--- config.mk ---
export PLATFORM = sky130hd
export DESIGN_NAME = fetch_queue_mw
export DESIGN_NICKNAME = d
export VERILOG_FILES = /design/src/rtl/fetch_queue_mw_pkg.sv /design/src/rtl/fetch_cancel_ctr.sv /design/src/rtl/fetch_queue_mw_chk.sv /design/src/rtl/fetch_queue_mw.sv
export SDC_FILE = /design/constraint.sdc
export NUM_CORES = 2
export LEC_CHECK = 0
export CORE_UTILIZATION = 41
export DETAILED_ROUTE_END_ITERATION = 12
export GPL_TIMING_DRIVEN = 0
export HOLD_SLACK_MARGIN = 0.1
export PLACE_DENSITY = 0.6
export SETUP_SLACK_MARGIN = 0.15
export SLEW_MARGIN = 20
export SYNTH_ARGS = -nofsm -noshare
export SYNTH_HDL_FRONTEND = slang
export SYNTH_SLANG_ARGS = --single-unit
--- constraint.sdc ---
create_clock -name clk -period 10.1 [get_ports clk]
set_input_delay 3.03 -clock clk [delete_from_list [all_inputs] [get_ports clk]]
set_output_delay 3.03 -clock clk [all_outputs]
set_load 0.02 [all_outputs]
--- src/rtl/fetch_queue_mw_pkg.sv ---
// Shared types for the multi-width fetch queue.
package fetch_queue_mw_pkg;

    localparam int EXC_W = 8;

    typedef struct packed {
        logic             valid;
        logic             complete;
        logic [31:0]      pc;
        logic [EXC_W-1:0] exc;
        logic [31:0]      inst;
    } fetch_queue_mw_entry_t;

endpackage

--- src/rtl/fetch_cancel_ctr.sv ---
// Outstanding-request and cancel bookkeeping shared by instruction and data refill paths.
module fetch_cancel_ctr #(
    parameter int MAX_OUT = 4
) (
    input  logic                           clk,
    input  logic                           reset,
    input  logic                           flush,
    input  logic                           addr_ok,
    input  logic                           data_ok,
    output logic [$clog2(MAX_OUT+1)-1:0]   pending,
    output logic                           data_live
);

    localparam int PN_W = $clog2(MAX_OUT + 1);
    // Cancel may briefly hold a full window of dead requests plus a flush-cycle request.
    localparam int CW   = $clog2(2 * MAX_OUT + 2);

    logic [PN_W-1:0] pending_r;
    logic [CW-1:0]   cancel_r;

    // Responses owed to squashed requests are retired before any live one.
    always_ff @(posedge clk) begin
        if (reset) begin
            pending_r <= {PN_W{1'b0}};
            cancel_r  <= {CW{1'b0}};
        end else if (flush) begin
            cancel_r  <= cancel_r + CW'(pending_r) + CW'(addr_ok) - CW'(data_ok);
            pending_r <= {PN_W{1'b0}};
        end else if (cancel_r != {CW{1'b0}}) begin
            cancel_r  <= cancel_r - CW'(data_ok);
            pending_r <= pending_r + PN_W'(addr_ok);
        end else begin
            pending_r <= pending_r + PN_W'(addr_ok) - PN_W'(data_ok);
        end
    end

    assign pending   = pending_r;
    assign data_live = data_ok && !flush && (cancel_r == {CW{1'b0}});

endmodule

--- src/rtl/fetch_queue_mw_chk.sv ---
// Protocol checks for the fetch queue: no orphan responses, bounded outstanding count.
module fetch_queue_mw_chk #(
    parameter int MAX_OUT = 4,
    parameter int CNT_W   = 5
) (
    input  logic                         clk,
    input  logic                         reset,
    input  logic                         data_live,
    input  logic [CNT_W-1:0]             unfilled,
    input  logic [$clog2(MAX_OUT+1)-1:0] pending
);

    a_no_orphan_data: assert property (@(posedge clk) disable iff (reset)
        !(data_live && (unfilled == {CNT_W{1'b0}})));

    a_pending_bound: assert property (@(posedge clk) disable iff (reset)
        (32'(pending) <= MAX_OUT));

endmodule

--- src/rtl/fetch_queue_mw.sv ---
// Fetch queue: buffers prefetch groups until ICache data arrives, issues complete in-order prefixes.
module fetch_queue_mw #(
    parameter int DEPTH   = 16,
    parameter int FETCH_W = 2,
    parameter int ISSUE_W = 2,
    parameter int MAX_OUT = 4,
    parameter int EXC_W   = 8
) (
    input  logic                           clk,
    input  logic                           reset,
    input  logic                           flush,
    input  logic                           in_valid,
    output logic                           in_ready,
    input  logic [FETCH_W-1:0]             in_lane_valid,
    input  logic [FETCH_W*32-1:0]          in_pc,
    input  logic [FETCH_W*EXC_W-1:0]       in_exc,
    input  logic                           icache_addr_ok,
    input  logic                           icache_data_ok,
    input  logic [FETCH_W*32-1:0]          icache_rdata,
    input  logic                           ds_allowin,
    output logic [ISSUE_W-1:0]             out_valid,
    output logic [ISSUE_W*32-1:0]          out_pc,
    output logic [ISSUE_W*32-1:0]          out_inst,
    output logic [ISSUE_W*EXC_W-1:0]       out_exc,
    output logic [$clog2(ISSUE_W+1)-1:0]   out_num,
    output logic [$clog2(MAX_OUT+1)-1:0]   pending_num
);

    import fetch_queue_mw_pkg::*;

    localparam int PTR_W = $clog2(DEPTH);
    localparam int CNT_W = PTR_W + 1;
    localparam int ON_W  = $clog2(ISSUE_W + 1);

    fetch_queue_mw_entry_t q_r [DEPTH];
    logic [PTR_W-1:0] head_r, tail_r, fill_r;
    logic [CNT_W-1:0] count_r, unfilled_r;
    logic [ON_W-1:0]  k_s;
    logic             enq_s, deq_s, fill_s, data_live_s;

    fetch_cancel_ctr #(.MAX_OUT(MAX_OUT)) u_cancel (
        .clk       (clk),
        .reset     (reset),
        .flush     (flush),
        .addr_ok   (icache_addr_ok),
        .data_ok   (icache_data_ok),
        .pending   (pending_num),
        .data_live (data_live_s)
    );

    fetch_queue_mw_chk #(.MAX_OUT(MAX_OUT), .CNT_W(CNT_W)) u_chk (
        .clk       (clk),
        .reset     (reset),
        .data_live (data_live_s),
        .unfilled  (unfilled_r),
        .pending   (pending_num)
    );

    assign in_ready = ((CNT_W'(DEPTH) - count_r) >= CNT_W'(FETCH_W));
    assign enq_s    = in_valid && in_ready;
    assign deq_s    = ds_allowin && (k_s != {ON_W{1'b0}});
    assign fill_s   = data_live_s && (unfilled_r != {CNT_W{1'b0}});
    assign out_num  = k_s;

    // Issue window: longest complete prefix of occupied slots; bubbles count toward k.
    always_comb begin
        fetch_queue_mw_entry_t slot_v;
        logic run_v;
        slot_v    = '0;
        run_v     = 1'b1;
        k_s       = {ON_W{1'b0}};
        out_valid = {ISSUE_W{1'b0}};
        out_pc    = {(ISSUE_W*32){1'b0}};
        out_inst  = {(ISSUE_W*32){1'b0}};
        out_exc   = {(ISSUE_W*EXC_W){1'b0}};
        for (int i = 0; i < ISSUE_W; i++) begin
            slot_v = q_r[head_r + PTR_W'(i)];
            out_pc[i*32 +: 32]        = slot_v.pc;
            out_inst[i*32 +: 32]      = slot_v.inst;
            out_exc[i*EXC_W +: EXC_W] = slot_v.exc;
            if (run_v && (CNT_W'(i) < count_r) && slot_v.complete) begin
                k_s          = ON_W'(i + 1);
                out_valid[i] = slot_v.valid;
            end else begin
                run_v = 1'b0;
            end
        end
    end

    // Queue storage and pointers; flush wins over enqueue, fill and issue.
    always_ff @(posedge clk) begin
        if (reset) begin
            for (int i = 0; i < DEPTH; i++) begin
                q_r[i] <= '0;
            end
            head_r     <= {PTR_W{1'b0}};
            tail_r     <= {PTR_W{1'b0}};
            fill_r     <= {PTR_W{1'b0}};
            count_r    <= {CNT_W{1'b0}};
            unfilled_r <= {CNT_W{1'b0}};
        end else if (flush) begin
            for (int i = 0; i < DEPTH; i++) begin
                q_r[i].valid    <= 1'b0;
                q_r[i].complete <= 1'b0;
            end
            head_r     <= {PTR_W{1'b0}};
            tail_r     <= {PTR_W{1'b0}};
            fill_r     <= {PTR_W{1'b0}};
            count_r    <= {CNT_W{1'b0}};
            unfilled_r <= {CNT_W{1'b0}};
        end else begin
            if (enq_s) begin
                for (int i = 0; i < FETCH_W; i++) begin
                    q_r[tail_r + PTR_W'(i)].valid    <= in_lane_valid[i];
                    q_r[tail_r + PTR_W'(i)].complete <= 1'b0;
                    q_r[tail_r + PTR_W'(i)].pc       <= in_pc[i*32 +: 32];
                    q_r[tail_r + PTR_W'(i)].exc      <= in_exc[i*EXC_W +: EXC_W];
                end
                tail_r <= tail_r + PTR_W'(FETCH_W);
            end
            if (fill_s) begin
                for (int i = 0; i < FETCH_W; i++) begin
                    q_r[fill_r + PTR_W'(i)].inst     <= icache_rdata[i*32 +: 32];
                    q_r[fill_r + PTR_W'(i)].complete <= 1'b1;
                end
                fill_r <= fill_r + PTR_W'(FETCH_W);
            end
            if (deq_s) begin
                head_r <= head_r + PTR_W'(k_s);
            end
            count_r    <= count_r + (enq_s ? CNT_W'(FETCH_W) : {CNT_W{1'b0}})
                                  - (deq_s ? CNT_W'(k_s) : {CNT_W{1'b0}});
            unfilled_r <= unfilled_r + (enq_s ? CNT_W'(FETCH_W) : {CNT_W{1'b0}})
                                     - (fill_s ? CNT_W'(FETCH_W) : {CNT_W{1'b0}});
        end
    end

endmodule

Figure 1. Track usage over the die.
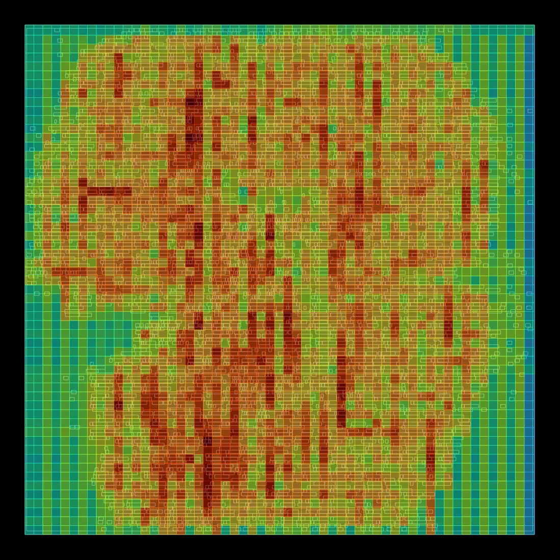
gr busiest metal: met2
routing usage on met3: 5.69%
met1 global-route usage: 37.8%

Figure 2. A small window of the routed layout.
Region (185, 185) to (210, 210) microns. Cells in grey, sequential cells in the stronger grey; small squares are vias.
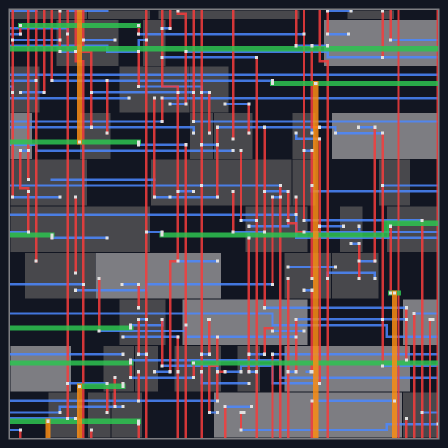
Key: blue = metal 1; orange = metal 4; red = metal 2; green = metal 3
Netlist names of flops here include q_r (6). Most frequent: nand2_1 (5), dfxtp_1 (5). Sequential cells in the window: 6. 34 logic cells have their middle in the window.

Figure 3. Where the registers sit.
Scale: 1 px per micron. Other sequential cells in the stronger grey, the rest of the logic in the fainter grey.
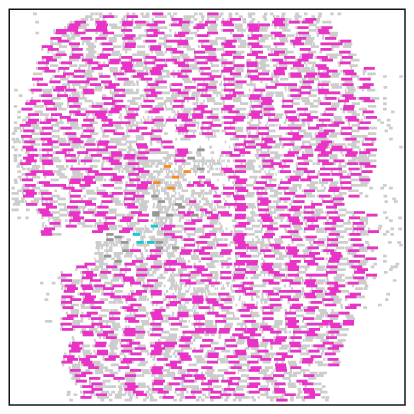
Key: orange = count_r [flops 5, where centre]; cyan = unfilled_r [flops 4]; magenta = q_r [flops 1,184, where widely spread]
Another 21 sequential cells are not coloured.

Figure 4. M2 wires.
Scale: 1 px per micron.
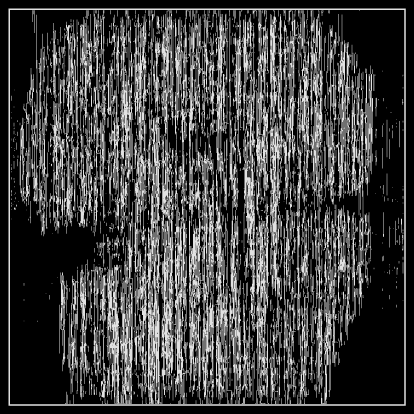
3,859 nets have wire on it. The layer carries 95.7 mm of wire. The longest straight run is 131 microns. The layer holds 46% of the routed length.
via count: 38.2k
Routed Wire Length: 209,000 microns
M2 GR Usage: 40.8%

==> GITHUB_STEP_SUMMARY <==
## PnR job results

| Metric | Value |
|---|---|
| Minimum clock period | `~9.9 ns` |
| EDFF count, synth | `~1.2k` |
| Basic Gates by Area | `approximately an eighth` |
| Placed insts | `just over 6k` |
| Die width | `slightly below 400 microns` |
| Final hold vios | `0` |
| Capturing point of the worst reg2reg path | `count_r[3]$_SDFF_PP0_` |
| H-Tree Depth | `4` |
| Post-Synthesis Cells | `between 3k and 4k` |
| Mi-comb count | `around 2.2k` |
| Arrival time at the worst endpoint | `between 6 and 7 ns` |
| Yosys cell count | `around 3.7k` |
| Synth top area share | `55.6%` |
| Worst R2R Path Depth | `14` |
| Comb power | `roughly 1.3 mW` |
| Hold EP | `q_r[3][72]$_DFF_P_` |
| Synthesized area | `~63,000 sq um` |
| Largest net degree at the start of global routing | `around 43` |
| Final setup fails | `0` |
| Initial antenna violation count | `36` |
| Worst path required time | `about 7.1 ns` |
| Vias in the first global route | `roughly 39k` |
| Combinational share of cell area | `34.9%` |
| VDD IR max | `0.143 mV` |
| Flop area | `roughly 36,000 sq um` |
| Final-layout non-clock buffer area share | `about 6.7%` |
| Seq group | `slightly below 6 mW` |
| Top logic family | `multiplexers` |
| Comb area | `around 26,000 sq um` |
| Critical Path Start | `head_r[0]$_SDFFE_PP0N_` |
| Buf+Inv Stages, Crit Path | `5` |
| Init Core Util | `between 40% and 50%` |
| PortBufs | `304` |
| Switching power | `between 2 and 3 mW` |
| Root Driver | `clkbuf_16` |
| Chip Height | `between 300 and 400 microns` |
| Rel. slew slack | `20.2%` |
| Status | `complete, no violations` |
| 1st-iter DRT viols | `~4.9k` |
| Power density cells | `164 nW/um^2` |
| Worst R2R Setup Slack | `4.57 ns` |
| Hold crit path type | `reg2reg` |
| Synth flops | `between 1k and 1.5k` |
| Clock Power | `a little under 5 mW` |
| # diodes | `19` |
| I/O pins | `305` |
| R2r startpoint | `head_r[0]$_SDFFE_PP0N_` |
| Post_cts resized | `0` |
| Average wire per standard cell | `approximately 33 microns` |
| Sequential share of power | `between 40% and 50%` |
| Post-CTS Hold Fix Bufs | `0` |
| CORE AREA | `152,000 sq um` |
| Max FFs per register | `1,184` |
| Yosys adder share | `0.738%` |
| Synth Seq Share | `roughly 57%` |
| Critical path fanouts, max | `10` |
| Ys flop type | `edfxtp_1` |
| Row cnt | `between 100 and 150` |
| Post-layout net count | `~4.4k` |
| Syn avg cell area | `approximately 17 sq um` |
| Tool Warnings | `30` |
| Syn Nets | `approximately 4k` |
| Top delay family on crit path | `buffers and inverters` |
| ClkCell Share | `5.86%` |
| Area grow syn2layout | `16.9%` |
| Clock buffers | `between 150 and 200` |
| Clk pwr share | `roughly 41%` |
| Crit-path max cell delay | `~0.94 ns` |
| Post-synth top cells | `and2_1, edfxtp_1, mux4_2, clkbuf_1, buf_1` |
| Setup TNS Final | `0 ns` |
| Hold Crit Start | `q_r[3][72]$_DFF_P_` |
| Via density | `6.03` |
| Finished Cell Area | `73,800 sq um` |
| Top cell by count, worst path | `clkbuf_1` |
| First-pass GRT wire length | `between 200,000 and 300,000 microns` |
| CTS tree | `yes` |
| Die area | `between 150,000 and 200,000 sq um` |
| Drt drc | `0` |
| Yosys top cell by area | `edfxtp_1` |
| Post-CTS setup buffers | `0` |
| CTS Sinks | `around 1.2k` |
| Worst skew pair latency | `0.80 ns` |
| Post-DP HPWL | `around 140,000 microns` |
| Crit path kind | `reg2out` |
| Seq/total area | `about half` |
| Final ANT Viol Nets | `0` |
| Area-dominant class | `registers` |
| Comb pwr share | `between 10% and 20%` |
| Synth warnings | `0` |
| Critical path launch point type | `flop` |
| CP Cell Sequence | `clkbuf_1, buf_2, nand3_1, xor2_1, clkbuf_1, buf_1, o21ai_0, nor3_1, clkdlybuf4s50_1` |
| Max power group | `registers` |
| Count of non-CTS buffers in the layout | `between 600 and 700` |
| Setup repair after global routing missed its margin | `no` |
| Clk pin slew, worst setup/hold paths | `~0.06 ns` |
| Count leader, synth | `and2_1` |
| Pre-CTS setup slack | `~1.2 ns` |
| Gr usage total | `a little over a quarter` |
| Xor/xnor share | `0.167%` |
| Placed Instance Area | `about 70,000 sq um` |
| Yosys Chip Area | `about 63,000 sq um` |
| Maxcap violations | `0` |
| Clk buf depth | `3` |
| Mux area share | `a little over a quarter` |
| Hold path cells | `2` |
| Gpl congestion | `about 0.83` |
| Fill count | `about 13k` |
| Critical Path End | `out_valid[1]` |
| Share of cells above drive strength 1 | `25.5%` |
| Num CTS Buffers | `between 100 and 150` |
| Top reg by flops | `q_r` |
| Skew final | `approximately 0.026 ns` |
| Slew @ Worst Pin | `around 1.2 ns` |
| Post-Synth AOI/OAI Area | `less than 1%` |
| Top flop regs | `q_r x1184, count_r x5` |
| Synth area leaders | `edfxtp_1, mux4_2, and2_1` |
| Inverters | `35` |
| Lkg Pwr | `around 25 nW` |
| Fin cells | `around 6.3k` |
| Post-synth cell types | `approximately 57` |
| Worst Setup Slack, final | `about 0.22 ns` |
| Overflow after GRT | `0` |
| Fmax achieved | `101 MHz` |
| Cell internal pwr | `~9 mW` |
| Fin. max-slew vios | `0` |
| CP max-delay cell | `clkbuf_1` |
| Num tapcells | `between 2k and 2.5k` |
| Post-synth ARST share | `0%` |
| Post-layout period usage | `between 90 and 100%` |
| Critical path capture point type | `primary output` |
| Number of stages on the worst setup path | `9` |
| Sw Share | `roughly 25%` |
| First drt pass iteration count | `7` |
| Seq cells | `1,214` |
-- stage by stage --
stage	hold slack, ns	power (mW)	utilization, %
4_1_cts	0.474	12.2	48.4
5_1_grt	0.487	12.4	48.4
6_report	0.477	12.1	48.4
3_5_place_dp	0.465	7.30	45.6
3_3_place_gp	0.457	7.26	45.1
2_1_floorplan	0.438	6.69	-
-- per-layer routing --
metal / part of all wire [%] / track usage [%] / up-vias
met5: 0.041 / 0 / -
met4: 3.7 / 10.3 / 14
met3: 8.9 / 5.69 / 359
met2: 46 / 40.8 / 2039
met1: 42 / 37.8 / 20244
li1: - / - / 15522
-- cells by family after synthesis --
logic type / Yosys count
XOR/XNOR: 12
multiplexers: 750
AND/OR/NAND/NOR: 1298
adder cells (fa/ha/maj): 33
AND-OR/OR-AND: 61
flip-flops: 1214
buffers and inverters: 338
-- cell usage in the layout, fill, tap and decap left out, types with 6 or more instances in the layout --
master / n
diode_2: 19
clkinv_2: 16
bufinv_16: 7
clkbuf_16: 140
clkbuf_1: 209
inv_1: 35
clkbuf_2: 52
a21o_1: 12
a21oi_1: 12
mux2i_1: 11
a31oi_1: 6
mux2_2: 6
nand2b_1: 6
clkdlybuf4s50_1: 304
nor4_1: 6
edfxtp_1: 1168
xor2_1: 7
nor3_1: 6
o21ai_0: 6
mux4_2: 733
buf_16: 11
nor2_1: 35
nand2_1: 23
buf_1: 11
buf_6: 7
buf_2: 51
ha_1: 26
inv_6: 6
buf_12: 13
fa_1: 7
and2_1: 1172
or2_4: 16
clkinv_1: 33
dfxtp_1: 46
Power is estimated from default activity; no workload was simulated.
